==> images/pdn.png <==
Drawn at 4 px/um. Pins as bars on the die edge. Tap cells in grey.
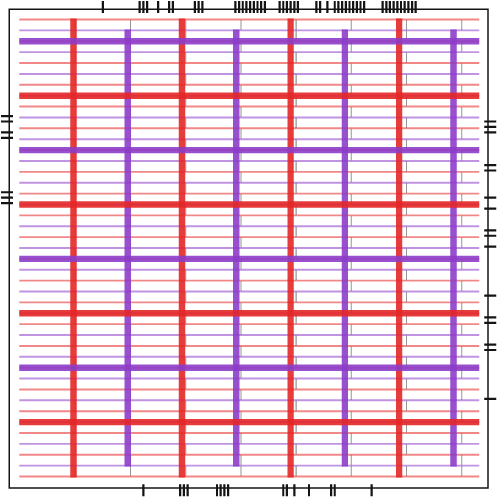
==> images/cell_classes.png <==
Drawn at 4 px/um. Fill, decap, tap and diode cells in grey.
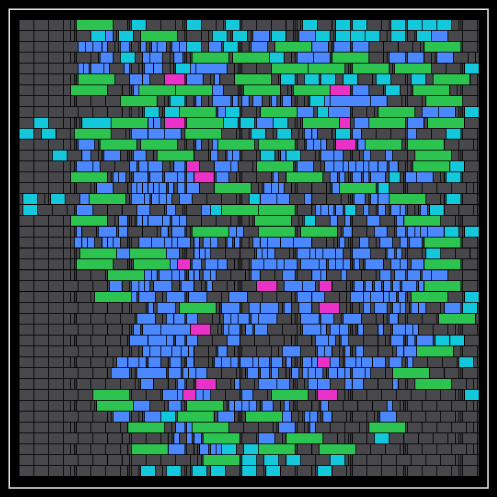
==> images/clock_map.png <==
Drawn at 3 px/um.
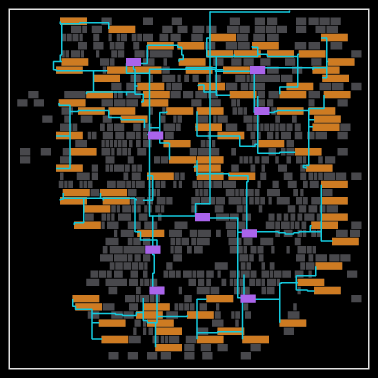
==> config.mk <==
export PLATFORM = sky130hd
export DESIGN_NAME = sequence_stream_reader
export DESIGN_NICKNAME = d
export VERILOG_FILES = /design/src/rtl/seq_mem_pkg.sv /design/src/rtl/sequence_stream_reader.sv
export SDC_FILE = /design/constraint.sdc
export NUM_CORES = 1
export LEC_CHECK = 0
export CORE_MARGIN = 2
export CORE_UTILIZATION = 40
export CTS_BUF_LIST = sky130_fd_sc_hd__clkbuf_8
export DETAILED_ROUTE_END_ITERATION = 7
export PLACE_DENSITY = 0.66
export SYNTH_ARGS = -nofsm -noshare
export SYNTH_HDL_FRONTEND = slang
export SYNTH_SLANG_ARGS = --single-unit
==> constraint.sdc <==
create_clock -name I_CLOCK -period 3.6 [get_ports I_CLOCK]
set_input_delay 0.72 -clock I_CLOCK [delete_from_list [all_inputs] [get_ports I_CLOCK]]
set_output_delay 0.72 -clock I_CLOCK [all_outputs]
set_load 0.02 [all_outputs]
==> out/metrics.cfg <==
[cells_and_area]
areaGrowthSynthToFinish_pct = 23.14
nFillCells = 1218
antennaDiodeCount = 0

[logic_synthesis]
ys_ff = 86
mux_share_pct = 9.288
xor_share_pct = 7.736
ys_async_sr_fraction_pct = 100.0

[floorplanning]
rows = 42
pin_count = 85
fp_util_pct = 40.50
die_area_um2 = 14240

[clocking]
cts_setup_buffers = 0
cts_tree = yes
cts.sinks = 86
h-tree-depth = 3

[worst_hold_path]
hold_depth = 2
holdCritPathClass = reg -> reg

[global_route]
grt_pass1_vias = 4418
grt.total_usage_pct = 19.92
overflow = 0
grt_pass1_wl_um = 22640
antenna_found_initial = 0
grt_max_degree = 54

[pwr]
leakage_nw = 2.739

[setup_path]
crit_type = reg -> reg
cp-end-kind = register
cp.arrival_ps = 3330
r2r_cells = 13

[final_timing]
finalSetupTns_ps = 0
finalCritPeriodShare_pct = 85.26
slew_headroom_pct = 46.35
min_period_ps = 3069
maxSlewViolCount = 0

[routing]
dr.first_iter.drc_count = 335
vias_per_cell = 5.542
postRouteAntennaNets = 0

[run_status]
status = completed

[placed_design]
numPortBuffers = 84
gp_congestion = 0.9510

## Picture notes: pdn.png
legend:
  red:
    net: VSS
  purple:
    net: VDD
rows: 42
met4 straps: 8
met5 straps: 8
signal pins: 85
Die Wd: 119.3 um
Die Y: 119.3 um

## Picture notes: cell_classes.png
legend:
  green:
    class: flops
    cells: 86
  blue:
    class: all other logic
    cells: 451
  magenta:
    class: clock drivers and dummy loads
    cells: 16
  cyan:
    class: other buffers and delay cells
    cells: 92
sequential cell area share: 32.84%
core area: 13140 um^2

## Picture notes: clock_map.png
legend:
  cyan:
    item: clock wires
    length: 1150 um
  orange:
    item: flip-flops
    count: 86
  purple:
    item: cells driving clock nets
    count: 9
routed clock nets: 10
P_clk: 0.663 mW
clk_skew: 14.52 ps
clk latency late pin: 370 ps

cells by family (layout without fill, tap and decap cells):
family	after synthesis	in the layout
and+or+nand+nor	170	170
xor gates and xnor gates	47	47
DFF	86	86
buffers and inverters	39	123
AOI/OAI and AO/OA	148	148
muxes	44	44
adders and majority gates	27	27
final cells by class:
class / instances / area, um^2 / area share (%)
clock buffer: 10 / 137.6 / 2.100
clock inverter: 6 / 51.30 / 0.7829
inverter: 15 / 57.56 / 0.8784
multi-input combinational: 436 / 3020 / 46.10
sequential: 86 / 2152 / 32.84
tap: 176 / 220.2 / 3.361
timing repair buffer: 92 / 913.4 / 13.94
power breakdown:
group	total, mW	internal [mW]	switching [mW]
Sequential	1.77	1.36	0.413
Clock	0.663	0.279	0.384
Combinational	2.96	1.39	1.57
synthesized netlist by cell type, types with 8 or more instances:
library cell | n | area, um^2
o21ai_0 | 54 | 270.3
xnor2_1 | 27 | 236.5
inv_1 | 14 | 52.55
nand3_1 | 19 | 95.09
dfrtp_1 | 86 | 2152
xor2_1 | 20 | 175.2
a31oi_1 | 8 | 50.05
nor2_1 | 42 | 157.7
a21oi_1 | 40 | 200.2
ha_1 | 25 | 312.8
clkbuf_1 | 17 | 63.81
nand2_1 | 49 | 183.9
nor3_1 | 8 | 40.04
mux2_2 | 43 | 484.2
nand2b_1 | 9 | 56.30
layer usage:
layer	vias up	track usage, %	part of all wire (%)
met5	-	0	0
met4	0	9.706	3.1
met3	33	2.778	4.0
met2	126	31.03	47
met1	2216	27.31	45
li1	2175	-	-
critical path, cell delays in order, from the launching register on:
cell and delay, ps:
dfrtp_1 500, nand3_1 110, nor2_1 260, and3_1 280, nand3_1 110, xnor2_1 320
ha_1 320, a21oi_1 140, o21ai_0 90, a21oi_1 330, nand3b_1 180, xnor2_1 70
a21oi_1 170, o22ai_1 90
metrics by stage:
step	instances	hold WS (ps)	instance area, um^2	setup WS [ps]	util, %
6_report	821	488.0	6553	530.8	49.88
2_1_floorplan	561	501.1	5321	658.2	-
3_3_place_gp	805	467.5	6364	716.9	48.44
4_1_cts	821	496.0	6553	615.0	49.88
3_5_place_dp	805	472.2	6364	621.3	48.44
5_1_grt	821	524.0	6553	170.9	49.88
No activity file was given, so power comes from the tool's default toggle rates.
